[config.mk]
export PLATFORM = sky130hd
export DESIGN_NAME = memory_arbiter
export DESIGN_NICKNAME = d
export VERILOG_FILES = /design/src/rtl/memory_arbiter.sv
export SDC_FILE = /design/constraint.sdc
export NUM_CORES = 1
export LEC_CHECK = 0
export CORE_AREA = 2 2 116 118
export DETAILED_ROUTE_END_ITERATION = 8
export DIE_AREA = 0 0 118 120
export DONT_BUFFER_PORTS = 1
export SYNTH_ARGS = -nofsm -noshare
export SYNTH_HDL_FRONTEND = slang
export SYNTH_SLANG_ARGS = --single-unit
export TNS_END_PERCENT = 50
[constraint.sdc]
create_clock -name clock -period 1.4 [get_ports clock]
set_input_delay 0.35 -clock clock [delete_from_list [all_inputs] [get_ports clock]]
set_output_delay 0.35 -clock clock [all_outputs]
set_load 0.05 [all_outputs]
[src/rtl/memory_arbiter.sv]
// Two-port round-robin arbiter in front of a single-port word memory; one access per three cycles.
// Optional address bounds checking is enabled by defining MEM_ARB_BOUNDS_CHECK_EN.
module memory_arbiter #(
   parameter int unsigned MEM_SIZE = 4016
) (
   input  logic        clock,
   input  logic        reset_n,
   input  logic        p0_req,
   input  logic        p0_write,
   input  logic [31:0] p0_addr,
   input  logic [31:0] p0_wdata,
   input  logic        p1_req,
   input  logic        p1_write,
   input  logic [31:0] p1_addr,
   input  logic [31:0] p1_wdata,
   output logic        p0_ack,
   output logic [31:0] p0_rdata,
   output logic        p1_ack,
   output logic [31:0] p1_rdata,
   output logic        err,
   output logic [31:0] mem_address,
   output logic        mem_mode,
   output logic [31:0] mem_data_in,
   input  logic [31:0] mem_data_out
);

   localparam int unsigned AW = 32;
   localparam int unsigned DW = 32;
`ifdef MEM_ARB_BOUNDS_CHECK_EN
   localparam bit BOUNDS_EN = 1'b1;
`else
   localparam bit BOUNDS_EN = 1'b0;
`endif
   localparam logic [AW-1:0] MEM_LIMIT = AW'(MEM_SIZE);

   typedef enum logic [1:0] {
      IDLE   = 2'd0,
      ACCESS = 2'd1,
      RESP   = 2'd2
   } state_t;

   state_t          state, state_n;
   logic            grant, grant_n;
   logic            last_grant, last_grant_n;
   logic            is_write, is_write_n;
   logic            oob, oob_n;
   logic            p0_ack_n, p1_ack_n, err_n, mem_mode_n;
   logic [DW-1:0]   p0_rdata_n, p1_rdata_n, mem_data_in_n;
   logic [AW-1:0]   mem_address_n;

   logic            sel_c, sel_write_c, sel_oob_c;
   logic [AW-1:0]   sel_addr_c;
   logic [DW-1:0]   sel_wdata_c, rdata_c;

   // Arbitration: a lone requester wins, otherwise the port not served last.
   always_comb begin
      sel_c       = (p0_req && p1_req) ? ~last_grant : p1_req;
      sel_write_c = sel_c ? p1_write : p0_write;
      sel_addr_c  = sel_c ? p1_addr  : p0_addr;
      sel_wdata_c = sel_c ? p1_wdata : p0_wdata;
      sel_oob_c   = BOUNDS_EN && (sel_addr_c >= MEM_LIMIT);
      rdata_c     = (is_write || oob) ? '0 : mem_data_out;
   end

   // Next-state and registered-output logic.
   always_comb begin
      state_n       = state;
      grant_n       = grant;
      last_grant_n  = last_grant;
      is_write_n    = is_write;
      oob_n         = oob;
      p0_rdata_n    = p0_rdata;
      p1_rdata_n    = p1_rdata;
      p0_ack_n      = 1'b0;
      p1_ack_n      = 1'b0;
      err_n         = 1'b0;
      mem_mode_n    = 1'b0;
      mem_address_n = '0;
      mem_data_in_n = '0;

      case (state)
         IDLE: begin
            if (p0_req || p1_req) begin
               state_n       = ACCESS;
               grant_n       = sel_c;
               last_grant_n  = sel_c;
               is_write_n    = sel_write_c;
               oob_n         = sel_oob_c;
               mem_mode_n    = sel_write_c && !sel_oob_c;
               mem_address_n = sel_oob_c ? '0 : sel_addr_c;
               mem_data_in_n = sel_oob_c ? '0 : sel_wdata_c;
            end
         end
         ACCESS: begin
            state_n = RESP;
            err_n   = oob;
            if (grant) begin
               p1_rdata_n = rdata_c;
               p1_ack_n   = 1'b1;
            end else begin
               p0_rdata_n = rdata_c;
               p0_ack_n   = 1'b1;
            end
         end
         RESP:    state_n = IDLE;
         default: state_n = IDLE;
      endcase
   end

   always_ff @(posedge clock or negedge reset_n) begin
      if (!reset_n) begin
         state       <= IDLE;
         grant       <= 1'b0;
         last_grant  <= 1'b1;
         is_write    <= 1'b0;
         oob         <= 1'b0;
         p0_ack      <= 1'b0;
         p1_ack      <= 1'b0;
         p0_rdata    <= '0;
         p1_rdata    <= '0;
         err         <= 1'b0;
         mem_mode    <= 1'b0;
         mem_address <= '0;
         mem_data_in <= '0;
      end else begin
         state       <= state_n;
         grant       <= grant_n;
         last_grant  <= last_grant_n;
         is_write    <= is_write_n;
         oob         <= oob_n;
         p0_ack      <= p0_ack_n;
         p1_ack      <= p1_ack_n;
         p0_rdata    <= p0_rdata_n;
         p1_rdata    <= p1_rdata_n;
         err         <= err_n;
         mem_mode    <= mem_mode_n;
         mem_address <= mem_address_n;
         mem_data_in <= mem_data_in_n;
      end
   end

endmodule

==> results.sh <==
# implementation run metrics
export IMPL_r2r_end="p0_rdata[16]"
export IMPL_cp_data_arrival_time_ps=1020
export IMPL_largest_area_cell="dfrtp_1"
export IMPL_violations="hold timing"
export IMPL_hold_slack_ps=-361
export IMPL_combPwrFrac_pct=18.0
export IMPL_cp_start_kind="flip-flop"
export IMPL_die_w_um=118
export IMPL_met1_usage_pct=20.9
export IMPL_slew_viol_final=0
export IMPL_skew_ps=7.41
export IMPL_hpwlAfterDp_um=9390
export IMPL_outcome="finished, violations left"
export IMPL_dominant_cells="flip-flops and latches"
export IMPL_met1_length_um=5060
export IMPL_hold_viol_final=136
export IMPL_top_cells_by_count="nand2_1 (224), dfrtp_1 (135), a21oi_1 (65)"
export IMPL_setup_viol=0
export IMPL_largestPowerGroup="sequential cells"
export IMPL_post_route_period_util_pct=97.9
export IMPL_netlist_area_mm2=0.00529
export IMPL_cp_required_ps=1050
export IMPL_tns_ps=0
export IMPL_pg_clk_mw=5.22
export IMPL_overflow=0
export IMPL_cts_path_max_buffers=2
export IMPL_dp_cells=701
export IMPL_cts_tree="done"
export IMPL_final_nets=716
-- registers in the layout, summed over array words and instances, names as in the netlist --
register and cells:
mem_address 32, mem_data_in 32, p0_rdata 32, p1_rdata 32
state 2, grant 1, is_write 1, last_grant 1
mem_mode 1, p0_ack 1, p1_ack 1
-- worst max path at each step --
stage	slack [ps]	to
floorplan	100	p0_rdata[0]
global placement	10	p0_rdata[15]
detailed placement	-20	p0_rdata[24]
CTS	0.4	mem_data_in[1]
global route	0.2	mem_data_in[19]
finish	30	mem_address[21]
-- timing repair --
action / CTS / global route
gates resized: 104 / 27
endpoints found under the hold margin: 137 / 136
endpoints found under the setup margin: 129 / 72
buffers inserted: 0 / 2
cloned: 1 / 2
pin swaps: 0 / 2
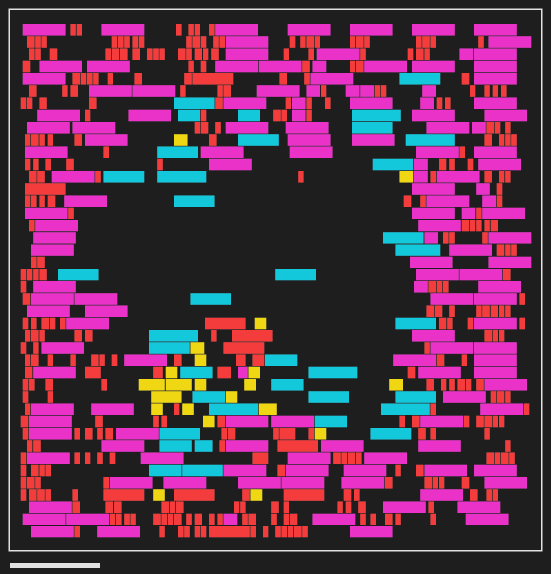
*Sizing map*
Scale bar: 20 um.
legend:
  magenta:
    size: x2
    cells: 145
    share: 26%
  red:
    size: x1 and smaller
    cells: 358
    share: 64%
  yellow:
    size: x3 and x4
    cells: 21
    share: 3.7%
  cyan:
    size: x6 and larger
    cells: 37
    share: 6.6%
Final Cell Area: 0.00651 mm2
PnR worst setup slack: 28.8 ps
non-clock buffer count: 25
Area Overhead vs Synth: 23.1%

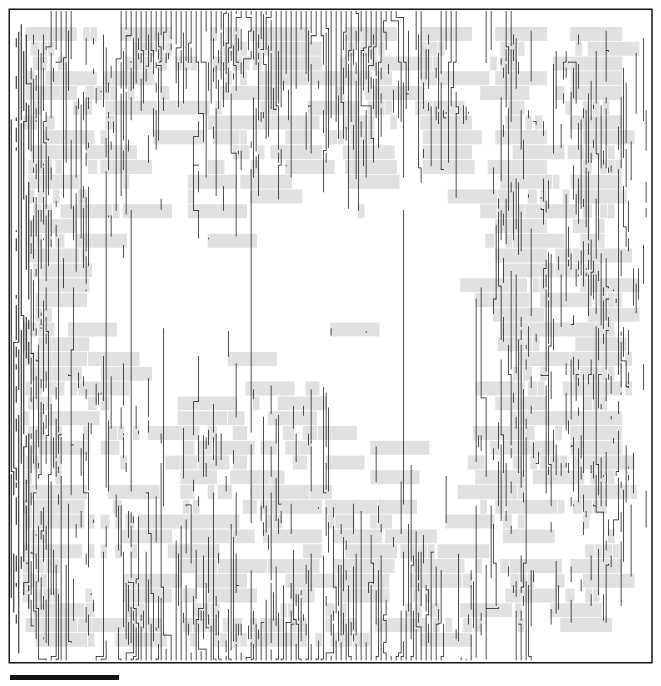
*M2 wires*
Scale bar: 20 um.
longest straight run: 64.8 um
main direction: vertical
wire length on this layer: 7210 um
share of all routed wire: 51%
nets with wire on the layer: 617
vias: 3828
GR Layer Usage met2: 32.6%

